**config.mk**
```make
export PLATFORM = sky130hd
export DESIGN_NAME = mem_port_arbiter
export DESIGN_NICKNAME = d
export VERILOG_FILES = /design/src/rtl/mem_port_arbiter.sv
export SDC_FILE = /design/constraint.sdc
export NUM_CORES = 1
export LEC_CHECK = 0
export CAP_MARGIN = 20
export CELL_PAD_IN_SITES_DETAIL_PLACEMENT = 0
export CELL_PAD_IN_SITES_GLOBAL_PLACEMENT = 2
export CORE_ASPECT_RATIO = 1.5
export CORE_MARGIN = 1.5
export CORE_UTILIZATION = 22
export DETAILED_ROUTE_END_ITERATION = 8
export MAX_ROUTING_LAYER = met4
export PLACE_DENSITY_LB_ADDON = 0.3
export RECOVER_POWER = 100
export SETUP_SLACK_MARGIN = 0.02
export SKIP_CTS_REPAIR_TIMING = 1
export SYNTH_ARGS = -nofsm -noshare
export SYNTH_HDL_FRONTEND = slang
export SYNTH_SLANG_ARGS = --single-unit
export TNS_END_PERCENT = 50
```
**constraint.sdc**
```tcl
create_clock -name clk -period 2.38 [get_ports clk]
set_input_delay 0.238 -clock clk [delete_from_list [all_inputs] [get_ports clk]]
set_output_delay 0.238 -clock clk [all_outputs]
set_load 0.005 [all_outputs]
```
**src/rtl/mem_port_arbiter.sv**
```systemverilog
// mem_port_arbiter
//   Shares one memory req/ack port between the CPU controller and a DMA/loader
//   requester. Each requester runs a single-outstanding req/done handshake.
//   CPU has priority; after CPU_BURST back-to-back CPU grants while DMA is
//   waiting, DMA gets the next grant.
//
//   Optional build macro: ARB_TIMEOUT_EN
//     When defined, a BUSY access that sees no mem_ack for TIMEOUT cycles is
//     aborted. The owner's done pulses together with err. A timed-out read
//     returns all-ones. Without the macro, BUSY waits forever and err is 0.
//
// Ports
//   clk, rst                          clock, synchronous active-high reset
//   cpu_req/we/addr/wdata -> cpu_done, cpu_rdata    CPU requester
//   dma_req/we/addr/wdata -> dma_done, dma_rdata    DMA requester
//   mem_req/we/addr/wdata <- mem_ack, mem_rdata     memory port
//   err                               one-cycle timeout abort pulse
module mem_port_arbiter #(
  parameter int AW        = 16,
  parameter int DW        = 16,
  parameter int CPU_BURST = 4,
  parameter int TIMEOUT   = 64
) (
  input  logic          clk,
  input  logic          rst,
  input  logic          cpu_req,
  input  logic          cpu_we,
  input  logic [AW-1:0] cpu_addr,
  input  logic [DW-1:0] cpu_wdata,
  output logic          cpu_done,
  output logic [DW-1:0] cpu_rdata,
  input  logic          dma_req,
  input  logic          dma_we,
  input  logic [AW-1:0] dma_addr,
  input  logic [DW-1:0] dma_wdata,
  output logic          dma_done,
  output logic [DW-1:0] dma_rdata,
  output logic          mem_req,
  output logic          mem_we,
  output logic [AW-1:0] mem_addr,
  output logic [DW-1:0] mem_wdata,
  input  logic          mem_ack,
  input  logic [DW-1:0] mem_rdata,
  output logic          err
);

  if (CPU_BURST < 1 || CPU_BURST > 15) begin : g_bad_burst
    $error("mem_port_arbiter: CPU_BURST out of range 1..15");
  end
  if (TIMEOUT < 2 || TIMEOUT > 255) begin : g_bad_timeout
    $error("mem_port_arbiter: TIMEOUT out of range 2..255");
  end

  localparam logic [3:0] BURST = 4'(CPU_BURST);

  typedef enum logic [1:0] {IDLE, BUSY, RESP} state_t;

  state_t     state, state_nx;
  logic       owner;      // 0 = CPU, 1 = DMA
  logic [3:0] streak;     // consecutive CPU grants taken while DMA waited
  logic       grant_dma;

`ifdef ARB_TIMEOUT_EN
  logic [7:0] tcnt;
  logic       to_flag;    // current RESP is a timeout abort
  logic       to_hit;
`endif

  // next state and outputs
  always_comb begin
    state_nx  = state;
    // DMA wins when alone, or when the CPU has used up its burst allowance
    grant_dma = dma_req && (!cpu_req || streak == BURST);
`ifdef ARB_TIMEOUT_EN
    to_hit    = 1'b0;
`endif
    case (state)
      IDLE: if (cpu_req || dma_req) state_nx = BUSY;
      BUSY: begin
        if (mem_ack) state_nx = RESP;
`ifdef ARB_TIMEOUT_EN
        // a late ack on the expiry cycle still completes normally
        else if (tcnt == 8'(TIMEOUT - 1)) begin
          state_nx = RESP;
          to_hit   = 1'b1;
        end
`endif
      end
      RESP:    state_nx = IDLE;
      default: state_nx = IDLE;
    endcase

    mem_req  = (state == BUSY);
    cpu_done = (state == RESP) && !owner;
    dma_done = (state == RESP) &&  owner;
`ifdef ARB_TIMEOUT_EN
    err      = (state == RESP) && to_flag;
`else
    err      = 1'b0;
`endif
  end

  always_ff @(posedge clk) begin
    if (rst) begin
      state     <= IDLE;
      owner     <= 1'b0;
      streak    <= '0;
      mem_we    <= 1'b0;
      mem_addr  <= '0;
      mem_wdata <= '0;
      cpu_rdata <= '0;
      dma_rdata <= '0;
`ifdef ARB_TIMEOUT_EN
      tcnt      <= '0;
      to_flag   <= 1'b0;
`endif
    end else begin
      state <= state_nx;
      case (state)
        IDLE: begin
          if (cpu_req || dma_req) begin
            owner <= grant_dma;
            if (grant_dma) begin
              mem_we    <= dma_we;
              mem_addr  <= dma_addr;
              mem_wdata <= dma_wdata;
              streak    <= '0;
            end else begin
              mem_we    <= cpu_we;
              mem_addr  <= cpu_addr;
              mem_wdata <= cpu_wdata;
              // only counts while DMA is actually being held off; the grant
              // rule above keeps this from passing BURST
              streak    <= dma_req ? 4'(streak + 4'd1) : 4'd0;
            end
          end
`ifdef ARB_TIMEOUT_EN
          tcnt    <= '0;
          to_flag <= 1'b0;
`endif
        end
        BUSY: begin
          if (mem_ack) begin
            if (!mem_we) begin
              if (owner) dma_rdata <= mem_rdata;
              else       cpu_rdata <= mem_rdata;
            end
          end
`ifdef ARB_TIMEOUT_EN
          else if (to_hit) begin
            to_flag <= 1'b1;
            if (!mem_we) begin
              if (owner) dma_rdata <= '1;
              else       cpu_rdata <= '1;
            end
          end else begin
            tcnt <= 8'(tcnt + 8'd1);
          end
`endif
        end
        default: ;
      endcase
    end
  end

endmodule

```
==> reports/metrics.csv, run 1 <==
metric,value,unit
layout_top_cells,"clkdlybuf4s50_1, dfxtp_1, nand2_1",
warnings,27,
fin_tns_setup,0,ns
hold_depth,2,
rsz0062_at_grt,no,
placedCellCount,649,
grt_max_degree,33,
post_route_cells_drive_above_1_share,5.93,%
drt_pass1_iterations,4,
min-delay-start,rst,
fin_skew,0.00885,ns
r2r-end,mem_wdata[5],
vias,3026,
synth-seq-cells,72,
port_buffers,154,
crit_start,state[1],
clk_pin_slew_worst_paths,0.06,ns
comb_power_share,17.4,%
crit_chain,"nor3b_1, dlygate4sd3_1",
cp.arrival,1.67,ns
fp_util,22.6,%
ys.flop_type,dfxtp_1,
place.gp.congestion,0.732,
maxCapViolCount,0,
swShare,24.0,%
layout.nonclk_buf_share,32.9,%
nClkBuffers,11,
min_path_type,in2reg,
viasPerCell,4.55,
start_kind,flip-flop,
critPathBufInv,1,
cts_tree,done,
hpwl,6.94,mm
clock_area_share,6.67,%
power.share.clock,43.5,%
fin_ws,0.470,ns
yosys.stat.chipArea,2930,um2
clock.fmax,523,MHz
avgSynthCellArea,8.24,um2
antenna_found_initial,0,
ys_seq_share,49.3,%
wl_met1,4.07,mm
cpMaxStageDelayCell,dlygate4sd3_1,
dieArea,14000,um2
crit_path_end_kind,primary output,
synth_nets,444,
antenna_left,0,
ios,156,
seq_cells,72,
largest_class,buffers,
grt_pass1_wl,15.3,mm
hold_slack,0.369,ns
layout.nets,590,
top_area_cell,dfxtp_1,
grt_pass1_vias,3032,
holdPathEnd,dma_rdata[3],
synth-edff-count,0,
cts_buffers,9,
crit_fanout,8,
peakVddDrop,0.347,mV
setup_viol,0,
crit_path_max_incr_delay,0.62,ns
final_common_cell,clkdlybuf4s50_1,
ys_warn_count,0,
placement.cell_area,4650,um2
ys_top_cells_by_count,"dfxtp_1, nand2_1, a21oi_1, nor2_1, a211oi_1",
seq_area_share,29.0,%
wl_per_cell,14.3,um
n_all_inverters,2,
finalNonFillerCells,665,
final-comb-area,1360,um2
grt_most_used_layer,met2,
crit_required,2.14,ns
totalWireLength,9.50,mm
clock-root-buffer,clkbuf_16,
finalHoldViolCount,0,
finalInstanceArea,4970,um2
grtUsageMet3,3.19,%
die_y,144,um
setup.worst_path.class,reg2out,
worstMarginPinSlew,0.724,ns
htree_levels,3,
seq_area,1440,um2
relSlewSlack,51.7,%
outcome,finished clean,
crit_cells,2,
top_cell_area_share,49.3,%
maxSlewViolCount,0,
die_w,97.2,um
cts_buffer_depth,2,
num-fill-cells,1344,
comb_cells,251,
p_seq_share,39.1,%
wl_met2,4.66,mm
gr-total-overflow,0,
place_ws,0.405,ns
ys_async_sr_fraction,0,%
## run 1: power by group through the flow
stage | registers [uW] | logic [uW] | clock network, uW
after floorplan | 1370 | 236 | 0
after global placement | 1360 | 631 | 0
after detailed placement | 1360 | 636 | 0
after CTS | 1340 | 639 | 1530
after global routing | 1350 | 663 | 1590
final | 1330 | 593 | 1490
## run 1: state kept, by name, indices dropped and copies added, names as in the netlist
| register | flops |
|---|---|
| streak | 4 |
| dma_rdata | 16 |
| mem_we | 1 |
| cpu_rdata | 16 |
| mem_addr | 16 |
| state | 2 |
| owner | 1 |
| mem_wdata | 16 |
## run 1: logic make-up after synthesis
kind of cell,synth area share [%]
AND/OR/NAND/NOR,20.1
flip-flops,49.3
adder cells (fa/ha/maj),0.855
AND-OR/OR-AND,19.2
multiplexers,5.47
buffers and inverters,5.00
other,0.128
Figure 1. Cell outlines without signal wires (run 1).
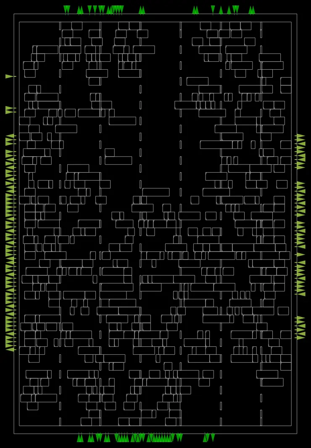
TAP cells: 159
core area: 13,000 um2
Final Util: 38.4%

Figure 2. Placed cells, one color a class (run 1).
Scale bar: 20 um. Fill, decap, tap and diode cells in gray.
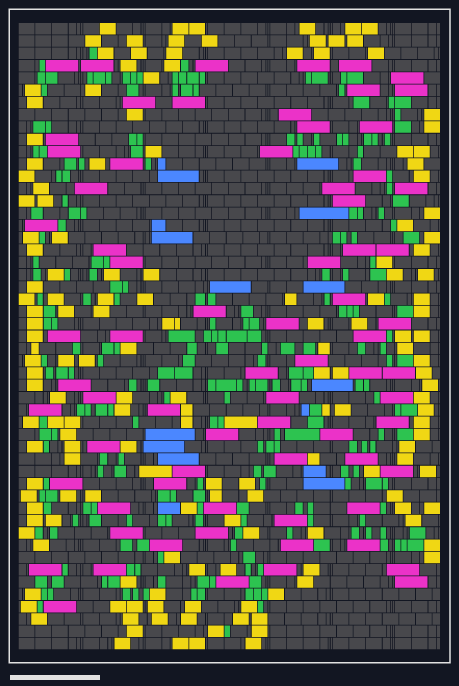
color	class	cells	share of their area
yellow	remaining buffers and delay cells	165	34%
green	combinational and other logic	253	29%
blue	clock drivers and dummy loads	16	6.9%
magenta	sequential cells	72	30%

Figure 3. Signal wires on met2 (run 1).
Scale bar: 20 um.
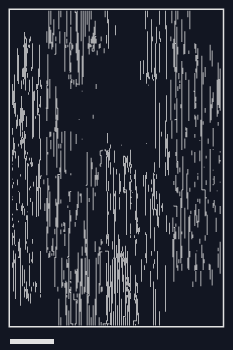
wire length on this layer	4,670 um
main direction	vertical

Figure 4. PDN straps and rails (run 1).
Pins as bars on the die edge. Tap cells in gray.
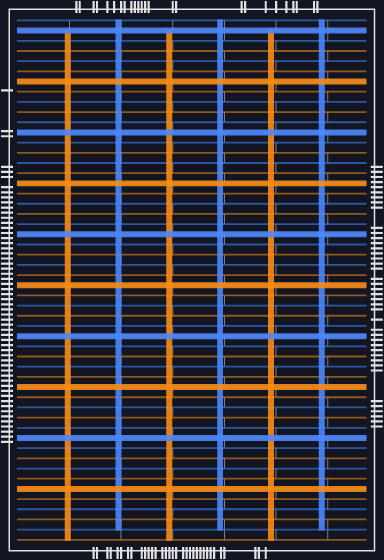
color	net
orange	VSS
blue	VDD
met5 straps	10
met1 rails	52
met4 straps	6
tap cells	159
rows	51

## Run 2: what changed since run 1
CORE_UTILIZATION = 19   (was 22)
clock period = 1.68 ns   (was 2.38 ns; I/O delays follow)
==> run 2 against run 1 <==
Utilization down 3.1 points. Setup slack worse by 0.38 ns. Clock skew down 0.0024 ns. Critical path depth up 5. Die area up 15%. Register-to-register slack worse by 0.46 ns. Area after synthesis unchanged. Non-clock buffer count up 14. Critical endpoint is now mem_addr[15]. Largest power group unchanged. Clock power up about 40%. Highest routed layer unchanged.
==> reports/metrics.csv, run 2 <==
metric,value,unit,change
grtUsageMet3,3.90,%,was 3.19%
warnings,28,,was 27
p_leak,0.00216,uW,was 0.00217 uW
grt_pass1_vias,3087,,"was 3,032"
yosys.stat.chipArea,2930,um2,unchanged
ys_async_sr_fraction,0,%,unchanged
cts_buffer_depth,2,,unchanged
totalWireLength,10.7,mm,was 9.50 mm
finalHoldViolCount,0,,unchanged
crit_path_max_incr_delay,0.35,ns,was 0.62 ns
synth-edff-count,0,,unchanged
top_area_cell,dfxtp_1,,unchanged
ys.flop_type,dfxtp_1,,unchanged
wl_met1,4.34,mm,was 4.07 mm
vias,3067,,"was 3,026"
p_seq_share,38.1,%,was 39.1%
top_power_group,the clock network,,unchanged
synthToLayoutAreaGrowth,82.0,%,was 70.0%
place.gp.congestion,0.700,,was 0.732
min-delay-start,rst,,unchanged
crit_cells,7,,was 2
intPower,3710,uW,was 2590 uW
diodes,0,,unchanged
r2r_start,streak[1],,was streak[0]
core,15100,um2,"was 13,000 um2"
r2r-end,mem_addr[15],,was mem_wdata[5]
start_kind,flip-flop,,unchanged
htree_levels,3,,unchanged
viasPerCell,4.27,,was 4.55
regToRegSetupSlack,0.09,ns,was 0.55 ns
wl_met3,605,um,was 559 um
crit_chain,"inv_1, ha_1, nand3b_1, a21bo_2, clkbuf_16, nand2_1, a211oi_1",,"was nor3b_1, dlygate4sd3_1"
layout.nets,604,,was 590
comb_power_share,20.0,%,was 17.4%
clock-root-buffer,clkbuf_16,,unchanged
drt_drc_violations_left,0,,unchanged
finalNonFillerCells,719,,was 665
seq_power,1890,uW,was 1330 uW
p_per_area,932,nW/um2,was 687 nW/um2
synth-seq-cells,72,,unchanged
power.share.clock,41.9,%,was 43.5%
grt_use_met1,13.7,%,was 16.1%
clock_power,2080,uW,was 1490 uW
top_layer,met4,,unchanged
ys_sh_adder,0.855,%,unchanged
layout_top_cells,"clkdlybuf4s50_1, nand2_1, dfxtp_1",,"was clkdlybuf4s50_1, dfxtp_1, nand2_1"
cp.arrival,1.83,ns,was 1.67 ns
antenna_found_initial,0,,unchanged
fin_skew,0.00641,ns,was 0.00885 ns
grt_use_total,12.8,%,was 14.1%
place_ws,-0.140,ns,was 0.405 ns
p_comb,992,uW,was 593 uW
crit_path_end_kind,flip-flop,,was primary output
ys_cells,355,,unchanged
power,4960,uW,was 3410 uW
setup.worst_path.class,reg2reg,,was reg2out
final_common_cell,clkdlybuf4s50_1,,unchanged
die_y,155,um,was 144 um
drt_pass1_iterations,5,,was 4
ys_seq_share,49.3,%,unchanged
ys_warn_count,0,,unchanged
dieArea,16200,um2,"was 14,000 um2"
avgSynthCellArea,8.24,um2,unchanged
cts_buffers,9,,unchanged
yosys.area_share.xor_xnor,0,%,unchanged
holdPathEnd,dma_rdata[4],,was dma_rdata[3]
yosysUniqueCellTypes,32,,unchanged
mux_area_share,5.47,%,unchanged
clock_sinks,72,,unchanged
placedCellCount,697,,was 649
finalClockPeriodUsage,94.5,%,
crit_start,streak[1],,was state[1]
crit_end,mem_addr[15],,was cpu_done
die_w,104,um,was 97.2 um
top_cell_area_share,49.3,%,unchanged
reg2reg_depth,7,,unchanged
area_leaders,"dfxtp_1, nand2_1, a21oi_1",,unchanged
setup_viol,0,,unchanged
antenna_left,0,,unchanged
simple_gate_share,20.1,%,unchanged
syn_area,2930,um2,unchanged
critPathTopFamily,AND-OR/OR-AND gates,,was buffers and inverters
outcome,finished clean,,unchanged
synth.most_common_cell,dfxtp_1,,unchanged
wl_met2,5.66,mm,was 4.66 mm
ios,156,,unchanged
synthCells,355,,unchanged
fin_ws,0.0918,ns,was 0.470 ns
crit_required,1.92,ns,was 2.14 ns
post_route_cells_drive_above_1_share,10.6,%,was 5.93%
wl_per_cell,14.9,um,was 14.3 um
cpMaxStageDelayCell,dfxtp_2,,was dlygate4sd3_1
rows,55,,was 51
drtIter0Drc,77,,was 61
crit_fanout,16,,was 8
critPathBufInv,2,,was 1
gr-total-overflow,0,,unchanged
grt_most_used_layer,met2,,unchanged
met2_usage,22.7,%,was 23.6%
cts_tree,done,,unchanged
hpwl,7.15,mm,was 6.94 mm
rsz0062_at_grt,yes,,was no
port_buffers,154,,unchanged
fp_util,19.4,%,was 22.6%
min_path_type,in2reg,,unchanged
grt_pass1_wl,16.0,mm,was 15.3 mm
maxSlewViolCount,0,,unchanged
maxCapViolCount,0,,unchanged
ys_top_cells_by_count,"dfxtp_1, nand2_1, a21oi_1, nor2_1, a211oi_1",,unchanged
clk_pin_slew_worst_paths,0.06,ns,about the same
clock.fmax,630,MHz,
fin_crit,1.59,ns,
peakVddDrop,0.526,mV,was 0.347 mV
clock.latency.late_pin,0.33,ns,about the same
ys_sh_aoi,19.2,%,unchanged
synth_nets,444,,unchanged
hold_depth,2,,unchanged
ys_top_logic_family,simple AND/OR/NAND/NOR gates,,unchanged
p_switching,1250,uW,was 820 uW
swShare,25.2,%,was 24.0%
grt_max_degree,40,,was 33
-- run 2: cell type report --
type | instances | area [um2]
Clock inverter | 7 | 95.1
Fill cell | 1575 | 9750
Clock buffer | 9 | 225
Sequential cell | 72 | 1450
Inverter | 2 | 7.51
Multi-Input combinational cell | 251 | 1390
Timing Repair Buffer | 179 | 1910
Tap cell | 199 | 249
-- run 2: stage by stage --
step / setup TNS, ns / utilization (%) / hold slack [ns] / area, um2
finish: 0 / 35.3 / 0.245 / 5330
global route: -0.102 / 35.3 / 0.247 / 5330
CTS: -0.326 / 34.2 / 0.241 / 5150
detailed placement: -3.21 / 32.1 / 0.449 / 4830
global placement: -1.82 / 32.1 / 0.447 / 4830
floorplan: 0 / - / 0.304 / 2930
Figure 5. Placed cells, one color a class (run 2).
Scale bar: 20 um. Fill, decap, tap and diode cells in gray.
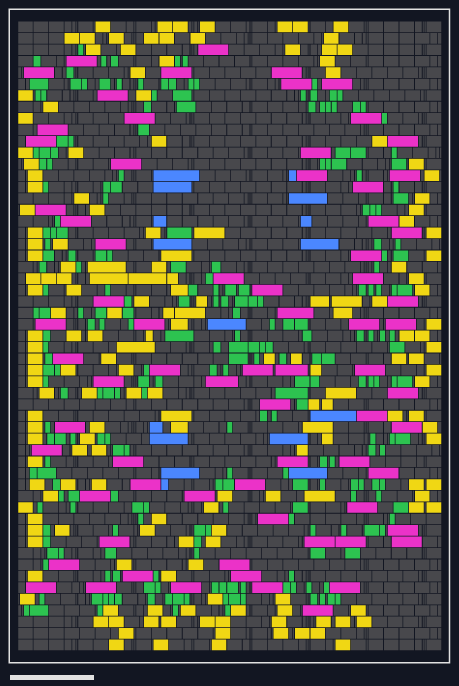
color	class	cells	share of their area
yellow	remaining buffers and delay cells	179	38%
green	combinational and other logic	253	28%
blue	clock drivers and dummy loads	16	6.3%
magenta	sequential cells	72	29%

## Run 3: what changed since run 2
ABC_CLOCK_PERIOD_IN_PS = 1430   (was unset)
clock period = 1.43 ns   (was 1.68 ns; I/O delays follow)
==> run 3 against run 2 <==
The flow now finishes with violations (negative setup slack). Largest cell class unchanged. Die area is the same. Sequential power grew 17%. Critical endpoint is now mem_addr[6]. Routed wire length grew 2.6%.
==> reports/metrics.csv, run 3 <==
metric,value,unit,change
outcome,finished with violations,,was finished clean
placedCellCount,708,,was 697
area_leaders,"dfxtp_1, nand2_1, a21oi_1",,unchanged
warnings,29,,was 28
critPathTopFamily,AND-OR/OR-AND gates,,unchanged
synth_nets,444,,unchanged
power.share.clock,39.7,%,was 41.9%
place_ws,-0.342,ns,was -0.140 ns
finalNonFillerCells,734,,was 719
seq_area,1450,um2,unchanged
totalWireLength,11.0,mm,was 10.7 mm
violations,negative setup slack,,
crit_required,1.67,ns,was 1.92 ns
clk_pin_slew_worst_paths,0.07,ns,was 0.06 ns
cts_buffers,9,,unchanged
comb_power_share,22.2,%,was 20.0%
cts_tree,done,,unchanged
p_seq_share,38.1,%,about the same
cp.arrival,1.89,ns,was 1.83 ns
final-comb-area,1550,um2,was 1390 um2
regToRegSetupSlack,-0.22,ns,was 0.09 ns
crit_cells,8,,was 7
synth.most_common_cell,dfxtp_1,,unchanged
intPower,4270,uW,was 3710 uW
p_switching,1570,uW,was 1250 uW
antenna_found_initial,0,,unchanged
grt_use_total,12.8,%,about the same
clock-root-buffer,clkbuf_16,,unchanged
crit_path_end_kind,flip-flop,,unchanged
placement.cell_area,4930,um2,was 4830 um2
tap_cells,199,,unchanged
grt_use_met1,13.7,%,about the same
reg2reg_depth,8,,was 7
synth-seq-cells,72,,unchanged
diodes,0,,unchanged
hold_slack,0.282,ns,was 0.245 ns
grt_most_used_layer,met2,,unchanged
final_common_cell,clkdlybuf4s50_1,,unchanged
num-fill-cells,1548,,"was 1,575"
fin_ws,-0.222,ns,was 0.0918 ns
layout.nets,619,,was 604
top_power_group,the clock network,,unchanged
crit_fanout,11,,was 16
p_per_area,1040,nW/um2,was 932 nW/um2
clock.fmax,605,MHz,was 630 MHz
seq_power,2220,uW,was 1890 uW
setup.worst_path.class,reg2reg,,unchanged
n_all_inverters,2,,unchanged
layout.nonclk_buf_share,36.3,%,was 35.9%
fin_tns_setup,-4.46,ns,was 0 ns
crit_path_max_incr_delay,0.32,ns,was 0.35 ns
yosys.stat.chipArea,2930,um2,unchanged
synthCells,355,,unchanged
finalHoldViolCount,0,,unchanged
die_w,104,um,unchanged
grt_pass1_wl,16.0,mm,about the same
top_cell_area_share,49.3,%,unchanged
grtUsageMet3,4.36,%,was 3.90%
r2r_start,streak[1],,unchanged
drt_pass1_iterations,4,,was 5
drtIter0Drc,71,,was 77
wl_met2,5.82,mm,was 5.66 mm
setup_viol,33,,was 0
die_y,155,um,unchanged
vias,3129,,"was 3,067"
min_path_type,in2reg,,unchanged
sh_comb_area,27.8,%,was 26.1%
met2_usage,22.5,%,was 22.7%
comb_cells,251,,unchanged
ys_cells,355,,unchanged
holdPathEnd,mem_wdata[9],,was dma_rdata[4]
maxSlewViolCount,0,,unchanged
r2r-end,mem_addr[6],,was mem_addr[15]
power,5830,uW,was 4960 uW
[run 3: cell counts after synthesis]
Identical to the previous run, type by type.
[run 3: cell families after synthesis]
logic type | count (synthesis) | share of synthesized area, %
AND/OR/NAND/NOR | 140 | 20.1
AND-OR/OR-AND | 92 | 19.2
flip-flops | 72 | 49.3
buffers and inverters | 32 | 5.00
multiplexers | 16 | 5.47
adder cells (fa/ha/maj) | 2 | 0.855
other | 1 | 0.128
[run 3: worst max path at each step]
stage,start,to,slack [ns]
global route,streak[1],mem_addr[6],-0.33
floorplan,state[0],dma_rdata[6],-0.05
CTS,state[1],cpu_done,-0.41
finish,streak[1],mem_addr[6],-0.22
global placement,mem_ack,dma_rdata[11],-0.31
detailed placement,mem_ack,dma_rdata[7],-0.34
Figure 6. PDN straps and rails (run 3).
Pins as bars on the die edge. Tap cells in gray.
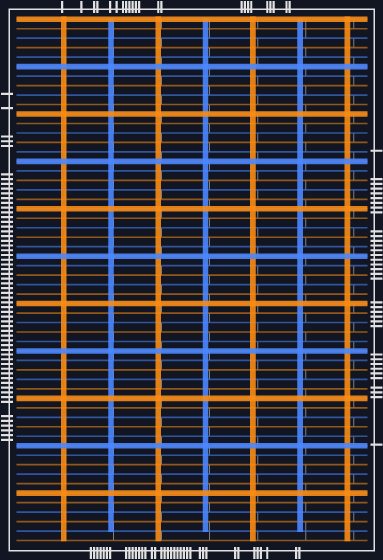
color	net
orange	VSS
blue	VDD
rows	55
signal pins	156
met1 rails	56
met4 straps	7


==> screenshots <==
Clock distribution.
image #1
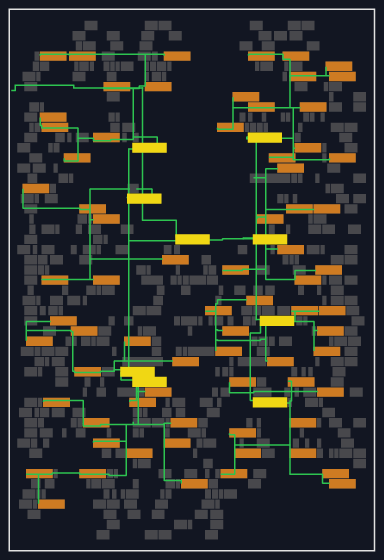
image #2
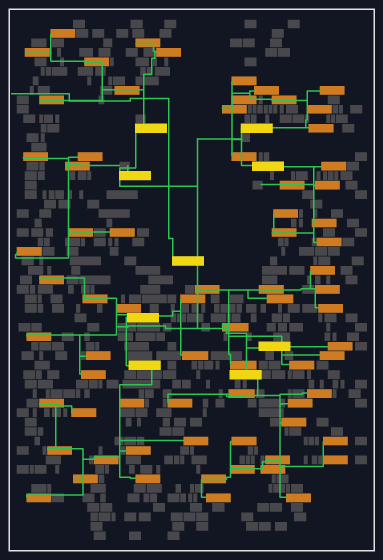
image #2: run 3
image #1: run 1

Power and IR drop assume default switching activity.
